File: config.mk
export PLATFORM = sky130hd
export DESIGN_NAME = riscv_lsu_flat
export DESIGN_NICKNAME = d
export VERILOG_FILES = /design/src/rtl/riscv_pkg.sv /design/src/rtl/riscv_lsu_if.sv /design/src/rtl/lsu_align.sv /design/src/rtl/riscv_lsu.sv /design/src/flat_wrapper.sv
export SDC_FILE = /design/constraint.sdc
export NUM_CORES = 1
export LEC_CHECK = 0
export CAP_MARGIN = 20
export CORE_MARGIN = 2
export CORE_UTILIZATION = 46
export DETAILED_ROUTE_END_ITERATION = 8
export PLACE_DENSITY_LB_ADDON = 0.08
export SLEW_MARGIN = 0
export SYNTH_ARGS = -nofsm -noshare
export SYNTH_HDL_FRONTEND = slang
export SYNTH_HIERARCHICAL = 1
export SYNTH_SLANG_ARGS = --single-unit
export TNS_END_PERCENT = 20
File: constraint.sdc
create_clock -name clk -period 3.6 [get_ports clk]
set_clock_uncertainty 0.15 [all_clocks]
set_input_delay 0.72 -clock clk [delete_from_list [all_inputs] [get_ports clk]]
set_output_delay 0.72 -clock clk [all_outputs]
set_load 0.05 [all_outputs]
File: src/rtl/riscv_pkg.sv
// Shared RISC-V load/store definitions: funct3 size codes, LSU state encoding
// and the request legality check.
package riscv_pkg;

  localparam logic [2:0] LB  = 3'd0, LH  = 3'd1, LW  = 3'd2, LD = 3'd3;
  localparam logic [2:0] LBU = 3'd4, LHU = 3'd5, LWU = 3'd6;
  localparam logic [2:0] SB  = 3'd0, SH  = 3'd1, SW  = 3'd2, SD = 3'd3;

  typedef enum logic [1:0] {IDLE, REQ, RDATA, RESP} lsu_state_e;

  // 1 when the request must be answered with an error and never reach memory
  function automatic logic req_bad(input logic wr, input logic [2:0] f3,
                                   input logic [2:0] a, input logic iw64);
    logic bad;
    bad = (f3 == 3'd7) || (wr && (f3 > (iw64 ? SD : SW))) ||
          (!iw64 && (f3 == LD || f3 == LWU));
    case (f3[1:0])
      2'd1:    bad = bad | a[0];
      2'd2:    bad = bad | (|a[1:0]);
      2'd3:    bad = bad | (|a[2:0]);
      default: ;
    endcase
    return bad;
  endfunction

endpackage

File: src/rtl/riscv_lsu_if.sv
// Core request/response and memory bus bundle of the load/store unit.
interface riscv_lsu_if #(parameter int IW = 32) ();
  localparam int BE_W = IW / 8;

  logic            i_req_valid, o_req_ready, i_req_wr;
  logic [2:0]      i_req_funct3;
  logic [IW-1:0]   i_req_addr, i_req_wrdata;
  logic [4:0]      i_req_rd;
  logic            o_rsp_valid, o_rsp_err, i_rsp_ready;
  logic [IW-1:0]   o_rsp_data;
  logic [4:0]      o_rsp_rd;
  logic [IW-1:0]   o_ldst_addr, o_ldst_wrdata, i_ldst_rddata;
  logic            o_ldst_rd, o_ldst_wr, i_ldst_waitrequest;
  logic [BE_W-1:0] o_ldst_byte_en;

  modport slave (
    input  i_req_valid, i_req_wr, i_req_funct3, i_req_addr, i_req_wrdata, i_req_rd,
           i_rsp_ready, i_ldst_rddata, i_ldst_waitrequest,
    output o_req_ready, o_rsp_valid, o_rsp_err, o_rsp_data, o_rsp_rd,
           o_ldst_addr, o_ldst_wrdata, o_ldst_rd, o_ldst_wr, o_ldst_byte_en
  );

  modport master (
    output i_req_valid, i_req_wr, i_req_funct3, i_req_addr, i_req_wrdata, i_req_rd,
           i_rsp_ready, i_ldst_rddata, i_ldst_waitrequest,
    input  o_req_ready, o_rsp_valid, o_rsp_err, o_rsp_data, o_rsp_rd,
           o_ldst_addr, o_ldst_wrdata, o_ldst_rd, o_ldst_wr, o_ldst_byte_en
  );
endinterface

File: src/rtl/lsu_align.sv
// Byte-lane positioning of store data / byte enables and load data
// right-justification with sign or zero extension.
module lsu_align import riscv_pkg::*; #(
  parameter int IW   = 32,
  parameter int BE_W = IW / 8,
  localparam int OW  = $clog2(BE_W)
) (
  input  logic [2:0]      funct3_i,
  input  logic [OW-1:0]   off_i,
  input  logic [IW-1:0]   wrdata_i,
  input  logic [IW-1:0]   rddata_i,
  output logic [BE_W-1:0] byte_en_o,
  output logic [IW-1:0]   st_data_o,
  output logic [IW-1:0]   ld_data_o
);
  int            nb;
  logic          sbit;
  logic [IW-1:0] src, sh;

  always_comb begin
    case (funct3_i)
      LB, LBU: nb = 1;
      LH, LHU: nb = 2;
      LW, LWU: nb = 4;
      default: nb = 8;
    endcase
    if (nb > BE_W) nb = BE_W;
    sh   = rddata_i >> {off_i, 3'b000};
    sbit = 1'b0;
    for (int b = 0; b < BE_W; b++)
      if (b == nb - 1) sbit = sh[8*b+7];
    src       = '0;
    ld_data_o = '0;
    byte_en_o = '0;
    for (int b = 0; b < BE_W; b++) begin
      byte_en_o[b]      = (b >= int'(off_i)) && (b < int'(off_i) + nb);
      src[8*b+:8]       = (b < nb) ? wrdata_i[8*b+:8] : 8'h00;
      // funct3[2] marks the unsigned load variants
      ld_data_o[8*b+:8] = (b < nb) ? sh[8*b+:8] : {8{~funct3_i[2] & sbit}};
    end
    st_data_o = src << {off_i, 3'b000};
  end
endmodule

File: src/rtl/riscv_lsu.sv
// Single-outstanding load/store unit: accepts one core request, runs one
// memory access (or flags an error) and holds the response until consumed.
module riscv_lsu import riscv_pkg::*; #(
  parameter int IW   = 32,
  parameter int BE_W = IW / 8
) (
  input  logic       clk,
  input  logic       reset,
  riscv_lsu_if.slave bus
);
  localparam int OW = $clog2(BE_W);

  lsu_state_e      state_q;
  logic [2:0]      funct3_q;
  logic [OW-1:0]   off_q;
  logic [4:0]      rd_q;
  logic            ldst_rd_q, ldst_wr_q, rsp_valid_q, rsp_err_q;
  logic [IW-1:0]   ldst_addr_q, ldst_wrdata_q, rsp_data_q;
  logic [BE_W-1:0] be_q;

  logic            idle, bad;
  logic [2:0]      al_f3;
  logic [OW-1:0]   al_off;
  logic [BE_W-1:0] al_be;
  logic [IW-1:0]   al_st, al_ld;

  assign idle = (state_q == IDLE);
  assign bad  = req_bad(bus.i_req_wr, bus.i_req_funct3, bus.i_req_addr[2:0], IW == 64);

  // The aligner serves the incoming request in IDLE and the latched one later
  assign al_f3  = idle ? bus.i_req_funct3 : funct3_q;
  assign al_off = idle ? bus.i_req_addr[OW-1:0] : off_q;

  lsu_align #(.IW(IW), .BE_W(BE_W)) u_align (
    .funct3_i (al_f3),
    .off_i    (al_off),
    .wrdata_i (bus.i_req_wrdata),
    .rddata_i (bus.i_ldst_rddata),
    .byte_en_o(al_be),
    .st_data_o(al_st),
    .ld_data_o(al_ld)
  );

  always_ff @(posedge clk or negedge reset) begin
    if (!reset) begin
      state_q       <= IDLE;
      funct3_q      <= '0;
      off_q         <= '0;
      rd_q          <= '0;
      ldst_rd_q     <= 1'b0;
      ldst_wr_q     <= 1'b0;
      ldst_addr_q   <= '0;
      ldst_wrdata_q <= '0;
      be_q          <= '0;
      rsp_valid_q   <= 1'b0;
      rsp_err_q     <= 1'b0;
      rsp_data_q    <= '0;
    end else begin
      case (state_q)
        IDLE: if (bus.i_req_valid) begin
          funct3_q <= bus.i_req_funct3;
          off_q    <= bus.i_req_addr[OW-1:0];
          rd_q     <= bus.i_req_rd;
          if (bad) begin
            state_q     <= RESP;
            rsp_valid_q <= 1'b1;
            rsp_err_q   <= 1'b1;
            rsp_data_q  <= '0;
          end else begin
            state_q       <= REQ;
            ldst_rd_q     <= ~bus.i_req_wr;
            ldst_wr_q     <= bus.i_req_wr;
            ldst_addr_q   <= {bus.i_req_addr[IW-1:OW], {OW{1'b0}}};
            ldst_wrdata_q <= bus.i_req_wr ? al_st : '0;
            be_q          <= al_be;
          end
        end
        REQ: if (!bus.i_ldst_waitrequest) begin
          ldst_rd_q <= 1'b0;
          ldst_wr_q <= 1'b0;
          if (ldst_wr_q) begin
            state_q     <= RESP;
            rsp_valid_q <= 1'b1;
            rsp_data_q  <= '0;
          end else begin
            state_q <= RDATA;
          end
        end
        RDATA: begin
          rsp_data_q  <= al_ld;
          rsp_valid_q <= 1'b1;
          state_q     <= RESP;
        end
        RESP: if (bus.i_rsp_ready) begin
          rsp_valid_q <= 1'b0;
          rsp_err_q   <= 1'b0;
          rsp_data_q  <= '0;
          state_q     <= IDLE;
        end
        default: state_q <= IDLE;
      endcase
    end
  end

  assign bus.o_req_ready    = idle;
  assign bus.o_rsp_valid    = rsp_valid_q;
  assign bus.o_rsp_err      = rsp_err_q;
  assign bus.o_rsp_data     = rsp_data_q;
  assign bus.o_rsp_rd       = rd_q;
  assign bus.o_ldst_rd      = ldst_rd_q;
  assign bus.o_ldst_wr      = ldst_wr_q;
  assign bus.o_ldst_addr    = ldst_addr_q;
  assign bus.o_ldst_wrdata  = ldst_wrdata_q;
  assign bus.o_ldst_byte_en = be_q;
endmodule

File: src/flat_wrapper.sv
// flat-port wrapper written by rule: the top's interface ports become plain ports
module riscv_lsu_flat import riscv_pkg::*;
#(
  parameter int IW   = 32,
  parameter int BE_W = IW / 8
)
  (clk, reset, bus_i_req_valid, bus_i_req_wr, bus_i_req_funct3, bus_i_req_addr, bus_i_req_wrdata, bus_i_req_rd, bus_i_rsp_ready, bus_i_ldst_rddata, bus_i_ldst_waitrequest, bus_o_req_ready, bus_o_rsp_valid, bus_o_rsp_err, bus_o_rsp_data, bus_o_rsp_rd, bus_o_ldst_addr, bus_o_ldst_wrdata, bus_o_ldst_rd, bus_o_ldst_wr, bus_o_ldst_byte_en);
  riscv_lsu_if #(.IW(IW)) bus_i ();
  input  logic clk;
  input  logic reset;
  input wire logic [$bits(bus_i.i_req_valid)-1:0] bus_i_req_valid;
  input wire logic [$bits(bus_i.i_req_wr)-1:0] bus_i_req_wr;
  input wire logic [$bits(bus_i.i_req_funct3)-1:0] bus_i_req_funct3;
  input wire logic [$bits(bus_i.i_req_addr)-1:0] bus_i_req_addr;
  input wire logic [$bits(bus_i.i_req_wrdata)-1:0] bus_i_req_wrdata;
  input wire logic [$bits(bus_i.i_req_rd)-1:0] bus_i_req_rd;
  input wire logic [$bits(bus_i.i_rsp_ready)-1:0] bus_i_rsp_ready;
  input wire logic [$bits(bus_i.i_ldst_rddata)-1:0] bus_i_ldst_rddata;
  input wire logic [$bits(bus_i.i_ldst_waitrequest)-1:0] bus_i_ldst_waitrequest;
  output wire logic [$bits(bus_i.o_req_ready)-1:0] bus_o_req_ready;
  output wire logic [$bits(bus_i.o_rsp_valid)-1:0] bus_o_rsp_valid;
  output wire logic [$bits(bus_i.o_rsp_err)-1:0] bus_o_rsp_err;
  output wire logic [$bits(bus_i.o_rsp_data)-1:0] bus_o_rsp_data;
  output wire logic [$bits(bus_i.o_rsp_rd)-1:0] bus_o_rsp_rd;
  output wire logic [$bits(bus_i.o_ldst_addr)-1:0] bus_o_ldst_addr;
  output wire logic [$bits(bus_i.o_ldst_wrdata)-1:0] bus_o_ldst_wrdata;
  output wire logic [$bits(bus_i.o_ldst_rd)-1:0] bus_o_ldst_rd;
  output wire logic [$bits(bus_i.o_ldst_wr)-1:0] bus_o_ldst_wr;
  output wire logic [$bits(bus_i.o_ldst_byte_en)-1:0] bus_o_ldst_byte_en;
  assign bus_i.i_req_valid = bus_i_req_valid;
  assign bus_i.i_req_wr = bus_i_req_wr;
  assign bus_i.i_req_funct3 = bus_i_req_funct3;
  assign bus_i.i_req_addr = bus_i_req_addr;
  assign bus_i.i_req_wrdata = bus_i_req_wrdata;
  assign bus_i.i_req_rd = bus_i_req_rd;
  assign bus_i.i_rsp_ready = bus_i_rsp_ready;
  assign bus_i.i_ldst_rddata = bus_i_ldst_rddata;
  assign bus_i.i_ldst_waitrequest = bus_i_ldst_waitrequest;
  assign bus_o_req_ready = bus_i.o_req_ready;
  assign bus_o_rsp_valid = bus_i.o_rsp_valid;
  assign bus_o_rsp_err = bus_i.o_rsp_err;
  assign bus_o_rsp_data = bus_i.o_rsp_data;
  assign bus_o_rsp_rd = bus_i.o_rsp_rd;
  assign bus_o_ldst_addr = bus_i.o_ldst_addr;
  assign bus_o_ldst_wrdata = bus_i.o_ldst_wrdata;
  assign bus_o_ldst_rd = bus_i.o_ldst_rd;
  assign bus_o_ldst_wr = bus_i.o_ldst_wr;
  assign bus_o_ldst_byte_en = bus_i.o_ldst_byte_en;
  riscv_lsu #(.IW(IW), .BE_W(BE_W)) u_core (.clk(clk), .reset(reset), .bus(bus_i));
endmodule
==> Changelog: implementation <==
### Physical design

- TritonRoute pass-1 iters: 5
- Area after DPL: 0.00851 mm2
- Seq/Total Area, Yosys: 0.452
- Post-synth top area cell: dfrtp_1
- Pwr per Cell Area: 1060 mW/mm2
- Diodes inserted: 0
- Post-route ant nets: 0
- Worst hold slack: 69.2 ps
- Status: complete, no violations
- CTS clock-pin slew for the worst setup and hold paths: 50 ps
- Critical Path AT: 2220 ps
- Setup Total Neg Slack: 0 ps
- Post-synth area from yosys stat: 0.00631 mm2
- Final hold violation count: 0
- DIE AREA: 0.0147 mm2
- Fp_density: 0.474
- Share of post-route cells with drive strength above 1: 0.133
- Die height: 121 um
- Global-route total usage across every layer: 0.253
- Max-slew violation count: 0
- Max-Cap Viols: 0
- Slew of the pin with the lowest slew margin: 1080 ps
- Vias in the first global route: 5698
- WL final: 18400 um
- Slowest stage cell, crit path: clkdlybuf4s50_1
- Post-Syn Area per Cell: 9.63 um2
- Mapped Area: 0.00631 mm2
- Worst Hold Class: input pin to async pin
- Multi-input logic area: 0.00312 mm2
- Yosys warning tally: 6
- Yosys cell types: 49
- Remaining global-route overflow: 0
- Clk sinks: 114
- Setup-failing EPs final: 0
- Iter 0 DRT Violations: 466
- Fill count: 1044
- R2r setup slk: 530 ps
- Die span in x: 121 um
- Crit path largest cell delay: 880 ps
- Yosys cell count: 655
- Cell with the most instances after synthesis: nand2_1
- Asr flop ratio synth: 1.00
- Vias/cell: 5.52
- Main flop type: dfrtp_1
- Total I/O pin count: 220
- Top post-synthesis cells by count: nand2_1, o21ai_0, dfrtp_1
- Max_slew headroom: 0.280
- Share of Yosys cell area claimed by the top area cell type: 0.452
- Routed vias: 5758
- Total CTS buffers: 17
cell type report:
cell class / count / area share
clock buffers: 19 / 0.0483
clock inverters: 13 / 0.0175
inverters: 9 / 0.00368
multi-input cells: 477 / 0.340
flip-flops and latches: 114 / 0.311
well taps: 176 / 0.0240
repair buffers: 235 / 0.256
metrics by stage:
stage / instances / power (mW) / setup WS, ps
final: 1043 / 9.74 / 510
after global routing: 1043 / 10.3 / 339
after CTS: 1041 / 9.72 / 503
after detailed placement: 1009 / 7.97 / 391
after global placement: 1009 / 7.86 / 459
after floorplan: 656 / 6.31 / 97.8
placed cells by master (no fill, tap or decap), types with 5 or more instances in the layout:
master	Yosys	layout
clkdlybuf4s50_1	0	216
nand2_1	136	136
o21ai_0	116	116
dfrtp_1	114	114
mux2_4	32	32
mux2i_1	24	24
nor2b_1	21	21
mux2_2	19	19
clkbuf_16	0	17
buf_4	6	17
a21oi_1	12	11
o211ai_1	11	11
nand3_1	11	11
inv_1	9	9
a31oi_1	9	9
o2bb2ai_1	8	8
and2_1	8	8
a22oi_1	7	7
o22ai_1	7	7
a211oi_1	7	7
nor2_1	6	6
or2_0	6	6
clkinvlp_4	0	5
nand2b_1	5	5
power breakdown:
part	switching [mW]	internal, mW
sequential	0.303	1.81
combinational	3.73	2.20
clock	0.599	1.10
registers in the layout, indices dropped and copies added, names as in the netlist:
| name | flops |
|---|---|
| u_core/bus.o_rsp_data | 32 |
| u_core/state_q | 2 |
| u_core/bus.o_ldst_wr | 1 |
| u_core/bus.o_ldst_addr | 30 |
| u_core/bus.o_ldst_rd | 1 |
| u_core/bus.o_ldst_wrdata | 32 |
| u_core/off_q | 2 |
| u_core/bus.o_rsp_err | 1 |
| u_core/funct3_q | 3 |
| u_core/bus.o_ldst_byte_en | 4 |
| u_core/bus.o_rsp_rd | 5 |
| u_core/bus.o_rsp_valid | 1 |
metal layers:
layer	routed length [um]	track usage
met1	8020	0.334
met2	8590	0.401
met3	1490	0.0719
met4	290	0.0828
met5	0	0
kinds of logic after synthesis:
logic type / share of synthesized area
multiplexers: 0.152
other: 0.000595
AND/OR/NAND/NOR: 0.145
buffers and inverters: 0.0571
flip-flops: 0.452
adder cells (fa/ha/maj): 0.00992
XOR/XNOR: 0.00139
AND-OR/OR-AND: 0.182
how the worst max path moves through the flow:
stage	start	endpoint	slack [ps]	cells past startpoint
floorplan	u_core/state_q[0]$_DFFE_PN0P_	u_core/bus.o_ldst_byte_en[2]$_DFFE_PN0P_	100	13
global route	u_core/state_q[0]$_DFFE_PN0P_	u_core/bus.o_rsp_data[22]$_DFFE_PN0P_	340	8
global placement	bus_i_req_addr[1]	u_core/bus.o_rsp_data[18]$_DFFE_PN0P_	460	7
finish	u_core/state_q[0]$_DFFE_PN0P_	bus_o_req_ready	510	3
CTS	u_core/state_q[0]$_DFFE_PN0P_	bus_o_req_ready	500	3
detailed placement	bus_i_req_addr[1]	u_core/bus.o_rsp_data[18]$_DFFE_PN0P_	390	7
critical path, delay by kind of cell (launching register included):
| kind | cells | cell delay (ps) |
|---|---|---|
| adders and majority gates | 1 | 390 |
| buffers and inverters | 2 | 990 |
| DFF | 1 | 430 |
Where the registers sit:
Drawn at 2 px/um.
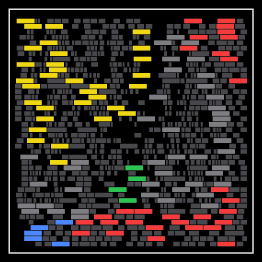
| name in the netlist | colour | flops |
|---|---|---|
| `u_core/bus.o_ldst_byte_en` | green | 4 |
| `u_core/bus.o_rsp_data` | yellow | 32 |
| `u_core/bus.o_ldst_addr` | red | 30 |
| `u_core/bus.o_rsp_rd` | blue | 5 |
not coloured: 43

Wires at chosen ports, followed through buffers:
Drawn at 4 px/um.
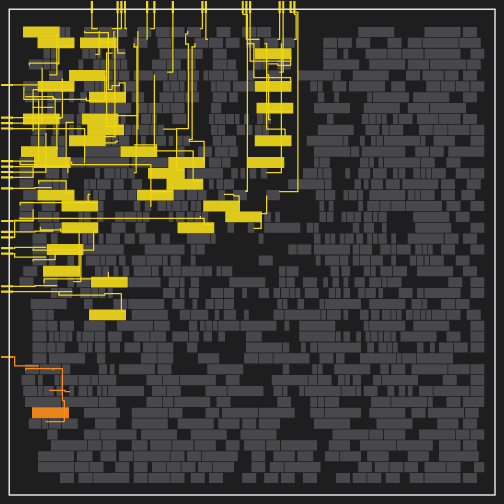
| port | colour | bits | direction | edge | end cells | wire |
|---|---|---|---|---|---|---|
| `bus_o_ldst_wr` | orange | 1 | output | left | 1 | 43.7 um |
| `bus_o_rsp_data` | yellow | 32 | output | 16 left, 16 top | 32 | 1230 um |

Gate-type map:
Drawn at 3 px/um.
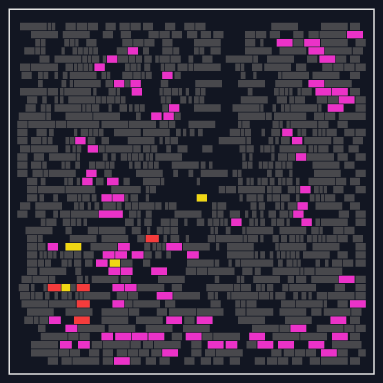
| family | colour | cells |
|---|---|---|
| fa/ha/maj cells | red | 5 |
| mux cells | magenta | 76 |
| non-inverting ao/oa cells | yellow | 4 |
Top cell excl fill/tap: clkdlybuf4s50_1
fraction of area in multi-input gates: 0.340
Final Non-Filler Cells: 1043

Wiring by layer:
Drawn at 3 px/um.
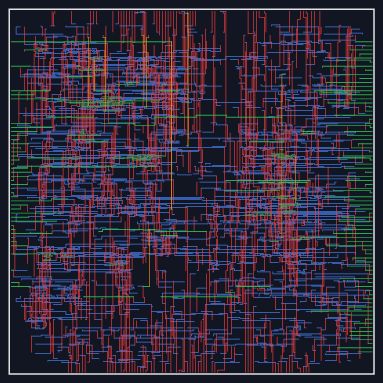
| layer | colour | wire length |
|---|---|---|
| M4 | orange | 290 um |
| M1 | blue | 8020 um |
| M3 | green | 1490 um |
| M2 | red | 8590 um |

No activity file was given, so power comes from the tool's default toggle rates.
